==> config.mk <==
export PLATFORM = sky130hd
export DESIGN_NAME = pipe_stage
export DESIGN_NICKNAME = d
export VERILOG_FILES = /design/src/rtl/pipe_stage_pkg.sv /design/src/rtl/pipe_stage_ctrl.sv /design/src/rtl/pipe_stage.sv
export SDC_FILE = /design/constraint.sdc
export NUM_CORES = 1
export LEC_CHECK = 0
export CORE_ASPECT_RATIO = 1.2
export CORE_MARGIN = 3
export CORE_UTILIZATION = 40
export DETAILED_ROUTE_END_ITERATION = 8
export PLACE_DENSITY = 0.67
export SYNTH_ARGS = -nofsm -noshare
export SYNTH_HDL_FRONTEND = slang
export SYNTH_SLANG_ARGS = --single-unit
export TNS_END_PERCENT = 20
==> constraint.sdc <==
create_clock -name clk -period 3.1 [get_ports clk]
set_input_delay 0.775 -clock clk [delete_from_list [all_inputs] [get_ports clk]]
set_output_delay 0.775 -clock clk [all_outputs]
set_load 0.01 [all_outputs]
==> run_1/cell_classes.png <==
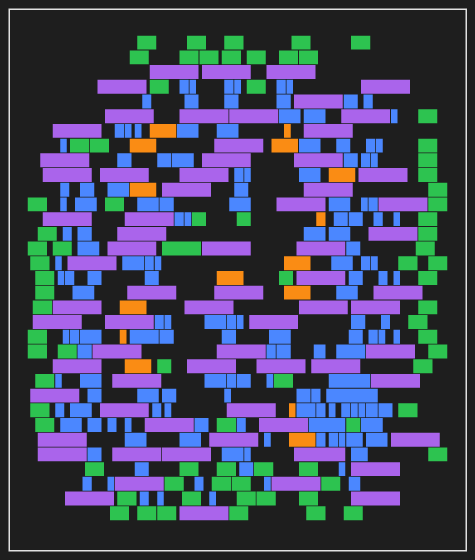
| class | color | cells | share of their area |
|---|---|---|---|
| flops | purple | 70 | 46% |
| other buffers and delay cells | green | 78 | 21% |
| clock drivers and dummy loads | orange | 15 | 4.4% |
| all other logic | blue | 154 | 29% |
Final Util: 0.5591
CORE AREA: 0.006978 sq mm
sequential cell area share: 0.4493

==> run_1/density.png <==
Bar = 20 um. 8 x 10 tiles, from dark blue (low) to red (high), 0 to 100% covered.
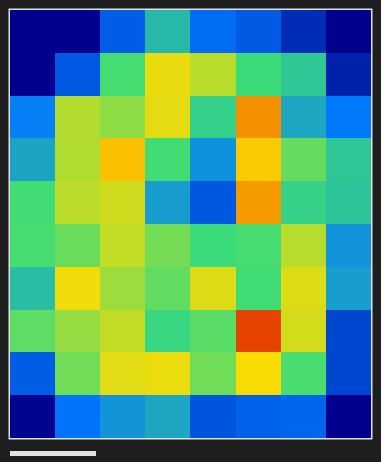
densest ninth of the die: middle left
fullest tile: 92%
nearly empty tiles: 7.5%
fp_density: 0.4210

==> run_1/wire_density.png <==
Bar = 20 um. 17 x 20 tiles, from dark blue (low) to red (high), scaled to the fullest tile. Values are wire area over tile area, all layers added.
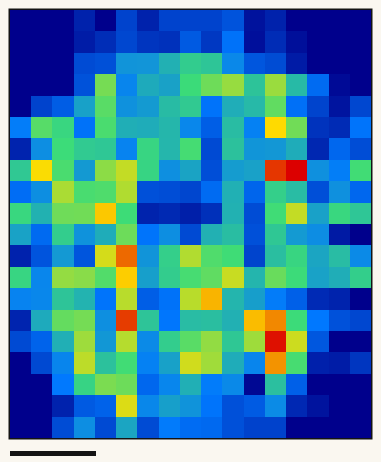
mean over tiles: 0.12
densest ninth of the die: middle left
tiles over half the peak: 19%
routed length per instance: 15.54 um
Vias: 2,115

==> run_1/final_congestion.png <==
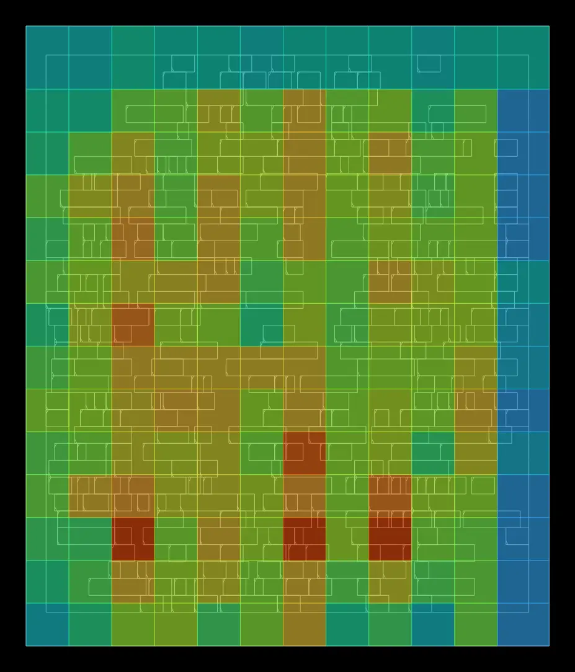
met2 usage: 0.2473
GR met1 Demand/Resource: 0.2040
total track usage: 0.1578
met3 GRT Util: 0.03777
gr busiest metal: met2

==> flow_summary.json, run 1 <==
{
  "root_buffer": "clkbuf_8",
  "grt_overflow": 0,
  "status": "complete, no violations",
  "syn-instance-count": 239,
  "gp_congestion": 0.7923,
  "htreeDepth": 3,
  "logic_family": "AND-OR/OR-AND gates",
  "yosysCellCount": 239,
  "yosys.area_share.xor_xnor": 0,
  "post_cts_buffers": 0,
  "inverters": 4,
  "warnings": 26,
  "clkbuf_count": 14,
  "drt_wl_total_um": 6278,
  "lay_top_count": "clkdlybuf4s50_1",
  "cts_hold_buffers": 0,
  "cts_tree": "yes",
  "setup_violations": 0,
  "rr_worst_depth": 5,
  "synthTopCellsByArea": "dfrtp_1 59%, mux2_2 12%, a22oi_1 8.2%",
  "path_max_fanout": 32
}
==> run_1/drive_strength.png <==
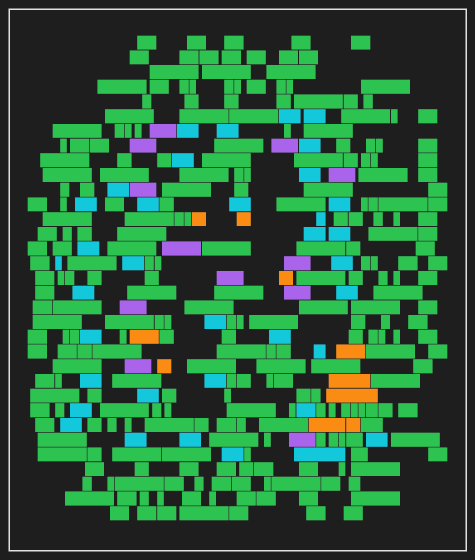

--- run 2 (diff from run 1) ---
clock period = 2.1 ns   (was 3.1 ns; I/O delays follow)
==> run_2/drive_strength.png <==
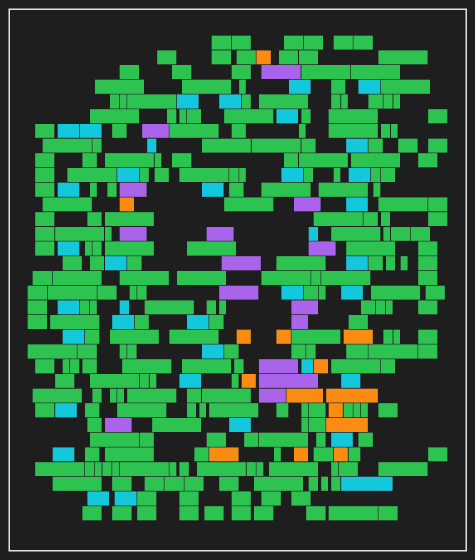
| size | color | cells |
|---|---|---|
| drive 3 to 4 | orange | 14 |
| drive 2 | cyan | 37 |
| drive 1 or less | green | 257 |
| drive 6 and up | purple | 15 |
area grow syn2layout: 36.20%
post-route cell area: 0.004001 sq mm

==> flow_summary.json, run 2 <==
{
  "groute.usage.overall": 0.1656,
  "wl_per_cell_um": 15.51,
  "fp_util": 0.4210,
  "post_cts_buffers": 0,
  "clkbuf_count": 10,
  "yosys.area_share.xor_xnor": 0,
  "rr_worst_depth": 4,
  "warnings": 26,
  "cts_tree": "yes",
  "drt_wl_total_um": 6358,
  "lay_top_count": "clkdlybuf4s50_1",
  "globalRouteMet3Util": 0.03859,
  "htreeDepth": 3,
  "drv_slew": 0,
  "root_buffer": "clkbuf_8",
  "grt_overflow": 0,
  "setup_violations": 0,
  "cpMaxStageDelayCell": "dfstp_2",
  "status": "complete, no violations",
  "path_max_fanout": 5,
  "logic_family": "AND-OR/OR-AND gates",
  "inverters": 4,
  "grt.busiest_layer": "met2",
  "dr_total_vias": 2180,
  "grtUsageMet2": 0.2655,
  "grt.met1_usage": 0.2209,
  "core_sq_mm": 0.006978,
  "synthTopCellsByArea": "dfrtp_1 59%, mux2_2 12%, a22oi_1 8.2%",
  "gp_congestion": 0.7930,
  "syn-instance-count": 239,
  "cts_hold_buffers": 0,
  "ff_count": 70
}
==> run_2/density.png <==
Bar = 20 um. 8 x 10 tiles, from dark blue (low) to red (high), 0 to 100% covered.
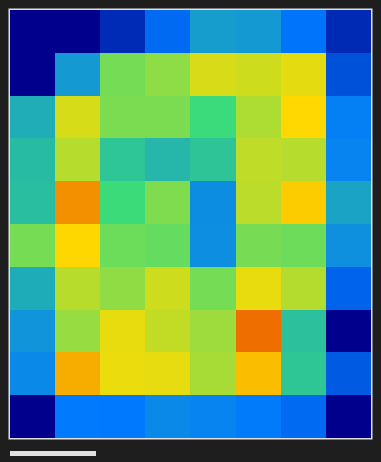
tiles over 75% full: 8.7%
emptiest ninth of the die: upper left
nearly empty tiles: 7.5%
fullest tile: 88%
Final Util: 0.5734

